**src/rtl/core_seq.sv**
```systemverilog
// Instruction sequencer for one attention core: loads Q/K rows, then walks the
// fixed kernel-load / execute / OFIFO-drain / PSUM-readback schedule.
`timescale 1ns/1ps
module core_seq #(
  parameter int bw        = 8,
  parameter int pr        = 8,
  parameter int col       = 8,
  parameter int len       = 8,
  parameter int gap_cyc   = 2,
  parameter int drain_cyc = 12,
  parameter int fifo_lat  = 1
) (
  input  logic             clk,
  input  logic             reset,
  input  logic             start,
  input  logic [pr*bw-1:0] in_data,
  input  logic             in_valid,
  output logic             in_ready,
  output logic [pr*bw-1:0] mem_in,
  output logic [16:0]      inst,
  output logic             out_valid,
  output logic [3:0]       out_addr,
  output logic             busy,
  output logic             done,
  output logic [3:0]       dbg_state
);

  typedef enum logic [3:0] {
    IDLE, QWR, KWR, KLD, GAP, EXE, DRN, OFR, PRD, FIN
  } state_t;

  // Wide enough for drain_cyc up to 63 and len + fifo_lat / len + 1 phase spans.
  localparam int cw = 7;

  state_t           state, state_nxt;
  logic [cw-1:0]    cnt, cnt_nxt;
  logic [16:0]      inst_nxt;
  logic [pr*bw-1:0] mem_nxt;
  logic             take;

  // A row transfers only on a cycle where in_valid && in_ready; in_ready
  // depends on state alone, never on in_valid.
  assign in_ready  = (state == QWR) || (state == KWR);
  assign take      = in_valid && in_ready;
  assign busy      = (state != IDLE);
  assign done      = (state == FIN);
  assign dbg_state = state;

  always_comb begin
    state_nxt = state;
    cnt_nxt   = cnt;
    inst_nxt  = '0;
    mem_nxt   = mem_in;
    case (state)
      IDLE: if (start) begin
        state_nxt = QWR;
        cnt_nxt   = '0;
      end
      QWR: if (take) begin
        inst_nxt[4]     = 1'b1;
        inst_nxt[15:12] = cnt[3:0];
        mem_nxt         = in_data;
        if (cnt == cw'(len - 1)) begin
          state_nxt = KWR;
          cnt_nxt   = '0;
        end else cnt_nxt = cnt + 1'b1;
      end
      KWR: if (take) begin
        inst_nxt[2]     = 1'b1;
        inst_nxt[15:12] = cnt[3:0];
        mem_nxt         = in_data;
        if (cnt == cw'(col - 1)) begin
          state_nxt = KLD;
          cnt_nxt   = '0;
        end else cnt_nxt = cnt + 1'b1;
      end
      KLD: begin
        inst_nxt[6] = 1'b1;
        // Final load cycle keeps the load strobe but stops reading kmem.
        if (cnt == cw'(col)) begin
          state_nxt = (gap_cyc == 0) ? EXE : GAP;
          cnt_nxt   = '0;
        end else begin
          inst_nxt[3]     = 1'b1;
          inst_nxt[15:12] = cnt[3:0];
          cnt_nxt         = cnt + 1'b1;
        end
      end
      GAP: if (cnt == cw'(gap_cyc - 1)) begin
        state_nxt = EXE;
        cnt_nxt   = '0;
      end else cnt_nxt = cnt + 1'b1;
      EXE: begin
        inst_nxt[7]     = 1'b1;
        inst_nxt[5]     = 1'b1;
        inst_nxt[15:12] = cnt[3:0];
        if (cnt == cw'(len - 1)) begin
          state_nxt = DRN;
          cnt_nxt   = '0;
        end else cnt_nxt = cnt + 1'b1;
      end
      DRN: if (cnt == cw'(drain_cyc - 1)) begin
        state_nxt = OFR;
        cnt_nxt   = '0;
      end else cnt_nxt = cnt + 1'b1;
      OFR: begin
        // PSUM write trails each OFIFO read by fifo_lat cycles.
        if (cnt < cw'(len)) inst_nxt[16] = 1'b1;
        if (cnt >= cw'(fifo_lat)) begin
          inst_nxt[0]    = 1'b1;
          inst_nxt[11:8] = cnt[3:0] - 4'(fifo_lat);
        end
        if (cnt == cw'(len + fifo_lat - 1)) begin
          state_nxt = PRD;
          cnt_nxt   = '0;
        end else cnt_nxt = cnt + 1'b1;
      end
      PRD: begin
        // Two trailing cycles cover inst register plus SRAM read latency.
        if (cnt < cw'(len)) begin
          inst_nxt[1]    = 1'b1;
          inst_nxt[11:8] = cnt[3:0];
        end
        if (cnt == cw'(len + 1)) begin
          state_nxt = FIN;
          cnt_nxt   = '0;
        end else cnt_nxt = cnt + 1'b1;
      end
      FIN:     state_nxt = IDLE;
      default: state_nxt = IDLE;
    endcase
  end

  always_ff @(posedge clk or negedge reset) begin
    if (!reset) begin
      state     <= IDLE;
      cnt       <= '0;
      inst      <= '0;
      mem_in    <= '0;
      out_valid <= 1'b0;
      out_addr  <= '0;
    end else begin
      state     <= state_nxt;
      cnt       <= cnt_nxt;
      inst      <= inst_nxt;
      mem_in    <= mem_nxt;
      out_valid <= inst[1];
      out_addr  <= inst[1] ? inst[11:8] : 4'd0;
    end
  end

endmodule
```
**config.mk**
```make
export PLATFORM = sky130hd
export DESIGN_NAME = core_seq
export DESIGN_NICKNAME = d
export VERILOG_FILES = /design/src/rtl/core_seq.sv
export SDC_FILE = /design/constraint.sdc
export NUM_CORES = 1
export LEC_CHECK = 0
export CAP_MARGIN = 20
export CORE_AREA = 2 2 91 110
export CTS_BUF_LIST = sky130_fd_sc_hd__clkbuf_4 sky130_fd_sc_hd__clkbuf_8
export CTS_CLUSTER_SIZE = 16
export DETAILED_ROUTE_END_ITERATION = 10
export DIE_AREA = 0 0 93 112
export GPL_ROUTABILITY_DRIVEN = 0
export PLACE_DENSITY = 0.91
export SYNTH_ARGS = -nofsm -noshare
export SYNTH_HDL_FRONTEND = slang
export SYNTH_SLANG_ARGS = --single-unit
```
**constraint.sdc**
```tcl
create_clock -name clk -period 3.1 [get_ports clk]
set_clock_uncertainty 0.15 [all_clocks]
set_input_delay 0.775 -clock clk [delete_from_list [all_inputs] [get_ports clk]]
set_output_delay 0.775 -clock clk [all_outputs]
set_load 0.02 [all_outputs]
```
final_placement.png
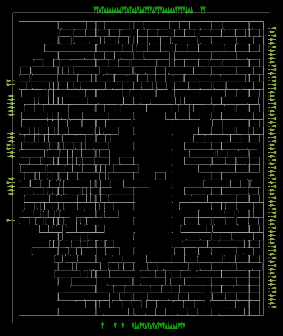
flip-flops: 96
area inside the core boundary: 9370 um2

gate_families.png
Bar = 20 um.
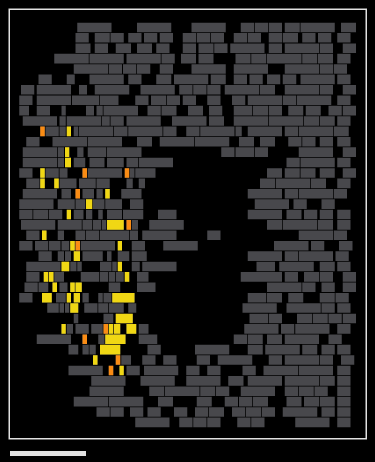
- NOR gates: yellow (cells 36)
- inverters: orange (cells 10)
final std cells w/o fill: 595
multi-input logic portion of the cell area: 0.260
most common logic cell in the routed design: sky130_fd_sc_hd__clkdlybuf4s50_1

cell_classes.png
Bar = 20 um. Fill, decap, tap and diode cells in grey.
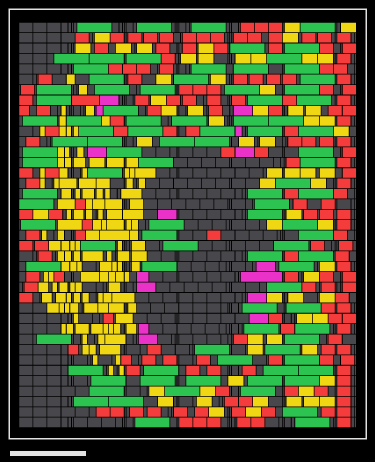
- all other logic: yellow (cells 193; share of their area 27%)
- other buffers and delay cells: red (cells 168; share of their area 28%)
- flip-flops: green (cells 96; share of their area 41%)
- clock drivers and dummy loads: magenta (cells 15; share of their area 3.3%)
number of placement rows: 39
proportion of cell area occupied by registers: 0.399

metal_stack.png
Bar = 20 um.
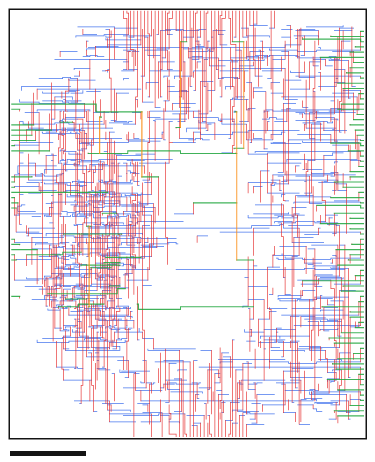
- met3: green (wire length 674 um)
- met4: orange (wire length 137 um)
- met2: red (wire length 4980 um)
- met1: blue (wire length 4030 um)
total routing resource utilization after global routing: 0.192
WL/cell: 16.5 um

[cell usage after synthesis (2+ instances only)]
cell type                   number  share of area
sky130_fd_sc_hd__a2111oi_2       4          0.015
sky130_fd_sc_hd__a21oi_1         5         0.0061
sky130_fd_sc_hd__a221o_1         3         0.0073
sky130_fd_sc_hd__a311oi_1        2         0.0043
sky130_fd_sc_hd__and2_1          9          0.014
sky130_fd_sc_hd__buf_1           2         0.0018
sky130_fd_sc_hd__buf_2           8         0.0098
sky130_fd_sc_hd__clkbuf_1        6         0.0055
sky130_fd_sc_hd__dfrtp_1        96           0.59
sky130_fd_sc_hd__ha_1            5          0.015
sky130_fd_sc_hd__inv_1          10         0.0092
sky130_fd_sc_hd__mux2_2         65           0.18
sky130_fd_sc_hd__nand2_1        12          0.011
sky130_fd_sc_hd__nand2b_1        3         0.0046
sky130_fd_sc_hd__nand3_1         6         0.0073
sky130_fd_sc_hd__nor2_1         21          0.019
sky130_fd_sc_hd__nor3_1          6         0.0073
sky130_fd_sc_hd__nor3b_1         2         0.0037
sky130_fd_sc_hd__nor4_1          2         0.0030
sky130_fd_sc_hd__nor4b_2         2         0.0073
sky130_fd_sc_hd__o21ai_0         7         0.0085
sky130_fd_sc_hd__o21ai_1         3         0.0037
sky130_fd_sc_hd__o21bai_1        2         0.0037
[cell type report]
| type | instances | area [um2] |
|---|---|---|
| fillers | 693 | 3340 |
| clock buffers | 10 | 138 |
| clock inverters | 5 | 56.3 |
| multi-input cells | 183 | 1570 |
| repair buffers | 168 | 1670 |
| inverters | 10 | 37.5 |
| well taps | 123 | 154 |
| flip-flops and latches | 96 | 2400 |
[where the power goes]
group          switching (uW)  internal, uW
logic                    1780          1750
clock network             413           391
registers                 303          1780
==> flow_summary.ini <==
; synthesis and place-and-route metrics
[outcome]
status = finished, final reports clean

[synthesis]
post_synth_ao_oa_area_fraction = 0.0750
postSynth.asyncResetShare = 1.00
synth-cells-yosys = 308
synth-adder-area-share = 0.0152
fp_nets = 381
cell_variety_after_synth = 50
postSynthSeqShare = 0.586
netlist_area_um2 = 4100
synth.comb.largest_family = multiplexers
post_synth_xor_area_fraction = 0.00213
yosysChipArea_um2 = 4100
synthCells = 308
yosys_most_used_dff = sky130_fd_sc_hd__dfrtp_1
synth-edff-count = 0

[floorplan]
floorplan.io_pins = 161
die_w_um = 93
floorplan.die.height_um = 112
initCoreUtil = 0.438

[timing]
unrepaired_setup_endpoints_after_global_routing = false
layout_setup_ws_ns = 0.201
hold_slack_ns = 0.209
report.final.hold_viol_count = 0
max_slew_margin = 0.601
ratio_of_final_minimum_period_to_clock_period = 0.935
tightestPinTransition_ns = 0.597
maxSlewViolCount = 0
timing.final.setup_violations = 0

[cts]
clock-root-buffer = sky130_fd_sc_hd__clkbuf_8
hold_bufs_inserted_after_cts = 0
post_cts.resized_instances = 0
clk_latency_ns = 0.35
cts_setup_buffers = 0
cts_num_sinks = 96

[power_and_ir_drop]
irDropWorstVdd_mv = 0.614
fin_total_pwr_uw = 6420
p_leak_uw = 0.00255
power.density_nw_per_um2 = 1060

[critical_path]
worst_ep_arrival_time_ns = 1.97
reg2regPathDepth = 5
path_max_fanout = 5
worst_setup_path_endpoint = in_ready
endpoint_kind = output pin
critical_path.reg2reg.startpoint = cnt[2]$_DFFE_PN0P_
critical-path-top-delay-family = buffers and inverters
timing.critical_path.mode_cell = sky130_fd_sc_hd__nand2_1
crit_chain = inv_1 > nand2_1 > nand2_1 > and2_1 > clkdlybuf4s50_1
ff2ff_setup_slack_ns = 0.59

[final_layout]
final_area_um2 = 6030
antenna_cells = 0
largest_register = mem_in
utilization = 0.643
nNetsFinal = 541
reg_top3 = mem_in: 64 flops, inst: 16 flops, cnt: 7 flops
largest_reg_flops = 64

[detailed_routing]
dr.pass1.iters = 4
remaining_design_rule_violation_count = 0
met1Wirelength_um = 4020
met2_length_um = 4980
drtAntennaViolNets = 0
via_count = 3049

[global_routing]
grt-busiest-layer = met2
grt_util_met2 = 0.324
first_global_vias = 3113
grt.met3_usage = 0.0480
wire_length_of_the_first_global_routing_pass_um = 15600

[placed_design]
detailed_place.area_um2 = 5830
dp_slack_ns = 0.374
numPortBuffers = 160
placedCellCount = 580
detailedPlacementHpwl_um = 7420

[run]
warning_count = 30
Power figures rest on the tool's default switching activity, not on a simulated workload.
